### src/rtl/fc_pkg.sv
// ----------------------------------------------------------------------------
// fc_pkg
// Shared definitions for the FC processing-element driver:
//   - FSM state encoding
//   - datapath widths (int8 activations/weights, int32 accumulator)
//   - int8 saturation bounds, expressed in the 34-bit requant domain
//   - helper for the round-half-up bias used by the requantizer
// ----------------------------------------------------------------------------
package fc_pkg;

    typedef enum logic [1:0] {
        ST_IDLE   = 2'd0,
        ST_STREAM = 2'd1,
        ST_DRAIN  = 2'd2,
        ST_OUT    = 2'd3
    } fc_state_e;

    localparam int ACT_W = 8;
    localparam int ACC_W = 32;
    localparam int SH_W  = 5;
    // Two guard bits so that acc + rounding bias can never wrap
    localparam int RQ_W  = ACC_W + 2;

    localparam logic signed [ACT_W-1:0] INT8_MAX = 8'sh7F;
    localparam logic signed [ACT_W-1:0] INT8_MIN = 8'sh80;

    localparam logic signed [RQ_W-1:0] RQ_MAX = 34'sh0_0000_007F;
    localparam logic signed [RQ_W-1:0] RQ_MIN = 34'sh3_FFFF_FF80;

    // Rounding bias added before the arithmetic right shift: half an LSB
    // of the result, or nothing when no shift is applied.
    function automatic logic signed [RQ_W-1:0] round_bias(input logic [SH_W-1:0] sh);
        logic signed [RQ_W-1:0] one;
        one = 34'sd1;
        if (sh == 5'd0) begin
            return 34'sd0;
        end else begin
            return one << (sh - 5'd1);
        end
    endfunction

endpackage

### src/rtl/fc_requant.sv
// ----------------------------------------------------------------------------
// fc_requant
// Combinational int32 -> int8 requantizer:
//   t = (acc + round_bias(shift)) >>> shift, optional ReLU, saturate to int8.
// Ports:
//   i_acc      in  32  signed accumulator value
//   i_shift    in  5   arithmetic right-shift amount
//   i_relu_en  in  1   clamp negative results to zero
//   o_q        out 8   signed requantized result
// ----------------------------------------------------------------------------
module fc_requant
    import fc_pkg::*;
(
    input  logic signed [ACC_W-1:0] i_acc,
    input  logic        [SH_W-1:0]  i_shift,
    input  logic                    i_relu_en,
    output logic signed [ACT_W-1:0] o_q
);

    logic signed [RQ_W-1:0] w_ext;
    logic signed [RQ_W-1:0] w_sum;
    logic signed [RQ_W-1:0] w_shr;
    logic signed [RQ_W-1:0] w_relu;

    // Round, shift, ReLU and saturate in the widened signed domain
    always_comb begin
        w_ext = {{(RQ_W-ACC_W){i_acc[ACC_W-1]}}, i_acc};
        w_sum = w_ext + round_bias(i_shift);
        w_shr = w_sum >>> i_shift;

        if (i_relu_en && w_shr[RQ_W-1]) begin
            w_relu = 34'sd0;
        end else begin
            w_relu = w_shr;
        end

        if (w_relu > RQ_MAX) begin
            o_q = INT8_MAX;
        end else if (w_relu < RQ_MIN) begin
            o_q = INT8_MIN;
        end else begin
            o_q = w_relu[ACT_W-1:0];
        end
    end

endmodule

### src/rtl/fc_pe_driver.sv
// ----------------------------------------------------------------------------
// fc_pe_driver
// Transmit side of the FC PE interface. Streams (ifmap, weight) int8 pairs
// into a single FC PE whose output_sum is looped back as partial_sum, so the
// PE behaves as a MAC seeded with the job bias. The final int32 sum is
// captured, requantized to int8 and offered on a valid/ready output.
// Ports:
//   clk, rst                       clock, synchronous active-high reset
//   start, vec_len, bias,
//   shift, relu_en                 job start pulse and config (IDLE only)
//   busy                           high whenever not IDLE
//   in_valid/in_ready/in_ifmap/
//   in_weight                      pair stream
//   pe_ifmap/pe_weight             registered PE operands (0 when idle)
//   pe_write_kernel                high in STREAM and DRAIN
//   pe_partial_sum/pe_output_sum   PE accumulation loop
//   out_valid/out_ready/out_data/
//   out_acc                        requantized result and raw sum
// ----------------------------------------------------------------------------
module fc_pe_driver
    import fc_pkg::*;
#(
    parameter int PE_LAT = 3,
    parameter int LEN_W  = 16
) (
    input  logic                    clk,
    input  logic                    rst,
    input  logic                    start,
    input  logic [LEN_W-1:0]        vec_len,
    input  logic signed [ACC_W-1:0] bias,
    input  logic [SH_W-1:0]         shift,
    input  logic                    relu_en,
    output logic                    busy,
    input  logic                    in_valid,
    output logic                    in_ready,
    input  logic signed [ACT_W-1:0] in_ifmap,
    input  logic signed [ACT_W-1:0] in_weight,
    output logic signed [ACT_W-1:0] pe_ifmap,
    output logic signed [ACT_W-1:0] pe_weight,
    output logic                    pe_write_kernel,
    output logic signed [ACC_W-1:0] pe_partial_sum,
    input  logic signed [ACC_W-1:0] pe_output_sum,
    output logic                    out_valid,
    input  logic                    out_ready,
    output logic signed [ACT_W-1:0] out_data,
    output logic signed [ACC_W-1:0] out_acc
);

    localparam int DR_W = $clog2(PE_LAT + 1);

    fc_state_e               r_state;
    logic [LEN_W-1:0]        r_vec_len;
    logic [LEN_W-1:0]        r_cnt;
    logic [DR_W-1:0]         r_drain_cnt;
    logic signed [ACC_W-1:0] r_bias;
    logic [SH_W-1:0]         r_shift;
    logic                    r_relu_en;

    logic                    r_busy;
    logic                    r_in_ready;
    logic                    r_out_valid;
    logic                    r_pe_write_kernel;
    logic signed [ACT_W-1:0] r_pe_ifmap;
    logic signed [ACT_W-1:0] r_pe_weight;
    logic signed [ACT_W-1:0] r_out_data;
    logic signed [ACC_W-1:0] r_out_acc;

    // r_first_drv is high in the cycle the first product of the job sits on
    // the PE inputs; the pipe delays it to the cycle the PE samples
    // partial_sum for that product.
    logic                    r_first_drv;
    logic [PE_LAT-2:0]       r_first_pipe;

    logic                    w_in_hs;
    logic                    w_out_hs;
    logic                    w_first_dly;
    logic signed [ACC_W-1:0] w_rq_acc;
    logic [SH_W-1:0]         w_rq_shift;
    logic                    w_rq_relu;
    logic signed [ACT_W-1:0] w_rq_q;

    assign w_in_hs     = in_valid & r_in_ready;
    assign w_out_hs    = r_out_valid & out_ready;
    assign w_first_dly = r_first_pipe[PE_LAT-2];

    // Seed the loop with bias for the first product, otherwise feed back
    assign pe_partial_sum = w_first_dly ? r_bias : pe_output_sum;

    assign busy            = r_busy;
    assign in_ready        = r_in_ready;
    assign out_valid       = r_out_valid;
    assign pe_write_kernel = r_pe_write_kernel;
    assign pe_ifmap        = r_pe_ifmap;
    assign pe_weight       = r_pe_weight;
    assign out_data        = r_out_data;
    assign out_acc         = r_out_acc;

    // Requant source: the raw bias for an empty job started from IDLE,
    // otherwise the PE sum with the latched job config
    always_comb begin
        if (r_state == ST_IDLE) begin
            w_rq_acc   = bias;
            w_rq_shift = shift;
            w_rq_relu  = relu_en;
        end else begin
            w_rq_acc   = pe_output_sum;
            w_rq_shift = r_shift;
            w_rq_relu  = r_relu_en;
        end
    end

    fc_requant u_requant (
        .i_acc     (w_rq_acc),
        .i_shift   (w_rq_shift),
        .i_relu_en (w_rq_relu),
        .o_q       (w_rq_q)
    );

    // Delay line aligning the first-pair flag with the PE partial_sum sample
    always_ff @(posedge clk) begin
        if (rst) begin
            r_first_pipe <= '0;
        end else begin
            r_first_pipe[0] <= r_first_drv;
            for (int i = 1; i < PE_LAT - 1; i++) begin
                r_first_pipe[i] <= r_first_pipe[i-1];
            end
        end
    end

    // Job FSM with registered handshake, PE operand and result outputs
    always_ff @(posedge clk) begin
        if (rst) begin
            r_state           <= ST_IDLE;
            r_vec_len         <= '0;
            r_cnt             <= '0;
            r_drain_cnt       <= '0;
            r_bias            <= 32'sd0;
            r_shift           <= 5'd0;
            r_relu_en         <= 1'b0;
            r_busy            <= 1'b0;
            r_in_ready        <= 1'b0;
            r_out_valid       <= 1'b0;
            r_pe_write_kernel <= 1'b0;
            r_pe_ifmap        <= 8'sd0;
            r_pe_weight       <= 8'sd0;
            r_out_data        <= 8'sd0;
            r_out_acc         <= 32'sd0;
            r_first_drv       <= 1'b0;
        end else begin
            // Idle PE cycles accumulate a zero product
            r_pe_ifmap  <= 8'sd0;
            r_pe_weight <= 8'sd0;
            r_first_drv <= 1'b0;

            case (r_state)
                ST_IDLE: begin
                    if (start) begin
                        r_vec_len <= vec_len;
                        r_bias    <= bias;
                        r_shift   <= shift;
                        r_relu_en <= relu_en;
                        r_cnt     <= '0;
                        r_busy    <= 1'b1;
                        if (vec_len != '0) begin
                            r_in_ready        <= 1'b1;
                            r_pe_write_kernel <= 1'b1;
                            r_state           <= ST_STREAM;
                        end else begin
                            // Empty job: the result is the requantized bias
                            r_out_acc   <= bias;
                            r_out_data  <= w_rq_q;
                            r_out_valid <= 1'b1;
                            r_state     <= ST_OUT;
                        end
                    end else begin
                        r_state <= ST_IDLE;
                    end
                end

                ST_STREAM: begin
                    if (w_in_hs) begin
                        r_pe_ifmap  <= in_ifmap;
                        r_pe_weight <= in_weight;
                        r_first_drv <= (r_cnt == '0);
                        r_cnt       <= r_cnt + {{(LEN_W-1){1'b0}}, 1'b1};
                        if ((r_cnt + {{(LEN_W-1){1'b0}}, 1'b1}) == r_vec_len) begin
                            r_in_ready  <= 1'b0;
                            r_drain_cnt <= '0;
                            r_state     <= ST_DRAIN;
                        end else begin
                            r_state <= ST_STREAM;
                        end
                    end else begin
                        r_state <= ST_STREAM;
                    end
                end

                ST_DRAIN: begin
                    // Last product is on the PE inputs in the first DRAIN
                    // cycle and reaches output_sum PE_LAT cycles later
                    if (r_drain_cnt == DR_W'(PE_LAT)) begin
                        r_out_acc         <= pe_output_sum;
                        r_out_data        <= w_rq_q;
                        r_out_valid       <= 1'b1;
                        r_pe_write_kernel <= 1'b0;
                        r_state           <= ST_OUT;
                    end else begin
                        r_drain_cnt <= r_drain_cnt + {{(DR_W-1){1'b0}}, 1'b1};
                    end
                end

                ST_OUT: begin
                    if (w_out_hs) begin
                        r_out_valid <= 1'b0;
                        r_busy      <= 1'b0;
                        r_state     <= ST_IDLE;
                    end else begin
                        r_state <= ST_OUT;
                    end
                end

                default: begin
                    r_state           <= ST_IDLE;
                    r_busy            <= 1'b0;
                    r_in_ready        <= 1'b0;
                    r_out_valid       <= 1'b0;
                    r_pe_write_kernel <= 1'b0;
                end
            endcase
        end
    end

endmodule

### config.mk
export PLATFORM = sky130hd
export DESIGN_NAME = fc_pe_driver
export DESIGN_NICKNAME = d
export VERILOG_FILES = /design/src/rtl/fc_pkg.sv /design/src/rtl/fc_requant.sv /design/src/rtl/fc_pe_driver.sv
export SDC_FILE = /design/constraint.sdc
export NUM_CORES = 1
export LEC_CHECK = 0
export CORE_MARGIN = 2
export CORE_UTILIZATION = 60
export DETAILED_ROUTE_END_ITERATION = 12
export HOLD_SLACK_MARGIN = 0.08
export PLACE_DENSITY = 0.88
export SLEW_MARGIN = 15
export SYNTH_ARGS = -nofsm -noshare
export SYNTH_HDL_FRONTEND = slang
export SYNTH_SLANG_ARGS = --single-unit
### constraint.sdc
create_clock -name clk -period 14.2 [get_ports clk]
set_input_delay 1.42 -clock clk [delete_from_list [all_inputs] [get_ports clk]]
set_output_delay 1.42 -clock clk [all_outputs]
set_load 0.01 [all_outputs]
metal_stack.png
Drawn at 2 px/um.
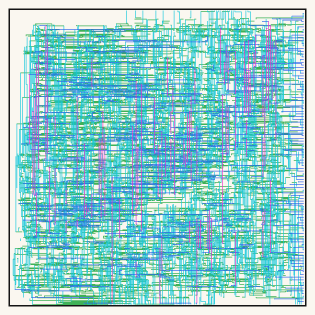
legend:
  blue:
    layer: met3
    wire_length: 5050 um
  magenta:
    layer: met4
    wire_length: 2280 um
  cyan:
    layer: met2
    wire_length: 21.3 mm
  green:
    layer: met1
    wire_length: 18600 um

cell_classes.png
Drawn at 2 px/um.
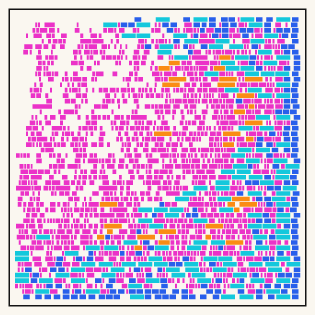
legend:
  magenta:
    class: all other logic
    cells: 1446
  cyan:
    class: flip-flops
    cells: 137
  orange:
    class: clock drivers and dummy loads
    cells: 32
  blue:
    class: other buffers and delay cells
    cells: 215

==> ci_impl_report.md <==
### Yosys + OpenROAD results

| Metric | Value |
|---|---|
| Status | `finished, final reports clean` |
| Clock Power | `0.468 mW` |
| Synth Area in XOR/XNOR | `0.0283` |
| Synth cell count leaders | `nand2_1, nor2_1, a21oi_1, dfxtp_1` |
| Placeable Area | `20200 um^2` |
| Crit Path Category | `reg -> reg` |
| Stages on the worst setup path | `23` |
| Most repeated cell in the gate-level netlist after synthesis | `nand2_1` |
| Dominant synthesized flop cell | `dfxtp_1` |
| Critical Path Source Type | `register` |
| Total of warnings raised by yosys | `0` |
| Post-route DRC | `0` |
| CTS tree | `done` |
| Final tally of setup violations | `0` |
| Latest clock arrival within the worst-skew pair | `around 0.43 ns` |
| Combinational share of cell area | `0.606` |
| Multi-input gate area in the final layout | `9050 um^2` |
| Largest net degree at the start of global routing | `74` |
| Flop Count | `137` |
| Final Power | `2.35 mW` |
| Inverter count of the layout excluding clock inverters | `18` |
| Number of buffers inserted by hold repair at cts | `0` |
| Rows | `between 50 and 60` |
| Final core occ | `0.738` |
| Worst vdd rail ir drop | `~0.088 mV` |
| Count of plain and timing-repair buffers | `between 200 and 250` |
| Cells along the critical path | `nor2_4, buf_4, mux2_2, buf_4, nor2_1, nand2_1, nor2_1, ha_1, inv_1, fa_1, nand2b_1, a21oi_2, o211ai_1, nand3_1, a21oi_1, o31ai_2, a22oi_1, a21oi_1, nand3_1, a211oi_1, a41oi_1, nor3_4, o32ai_1` |
| Headroom to the max-slew limit | `0.244` |
| Worst clock skew on the final layout | `~0.013 ns` |
| Async SR Flop Fraction | `0` |
| Hold crit path type | `reg -> reg` |
| First-pass GRT wire length | `73900 um` |
| Reg-to-reg endpoint | `out_data[4]$_SDFFE_PP0P_` |
| Peak-usage layer in the global routing report | `met2` |
| Final-layout worst hold slack | `0.449 ns` |
| Pins Over Slew Limit | `0` |
| Logic pwr share | `0.603` |
| Share of the synthesized area in the top cell type | `0.222` |
| Met3 layer wire length in the routed design | `5050 um` |
| Dominant class by area | `multi-input combinational cells` |
| Hold violation total from the final report | `0` |
Power and IR drop assume default switching activity.
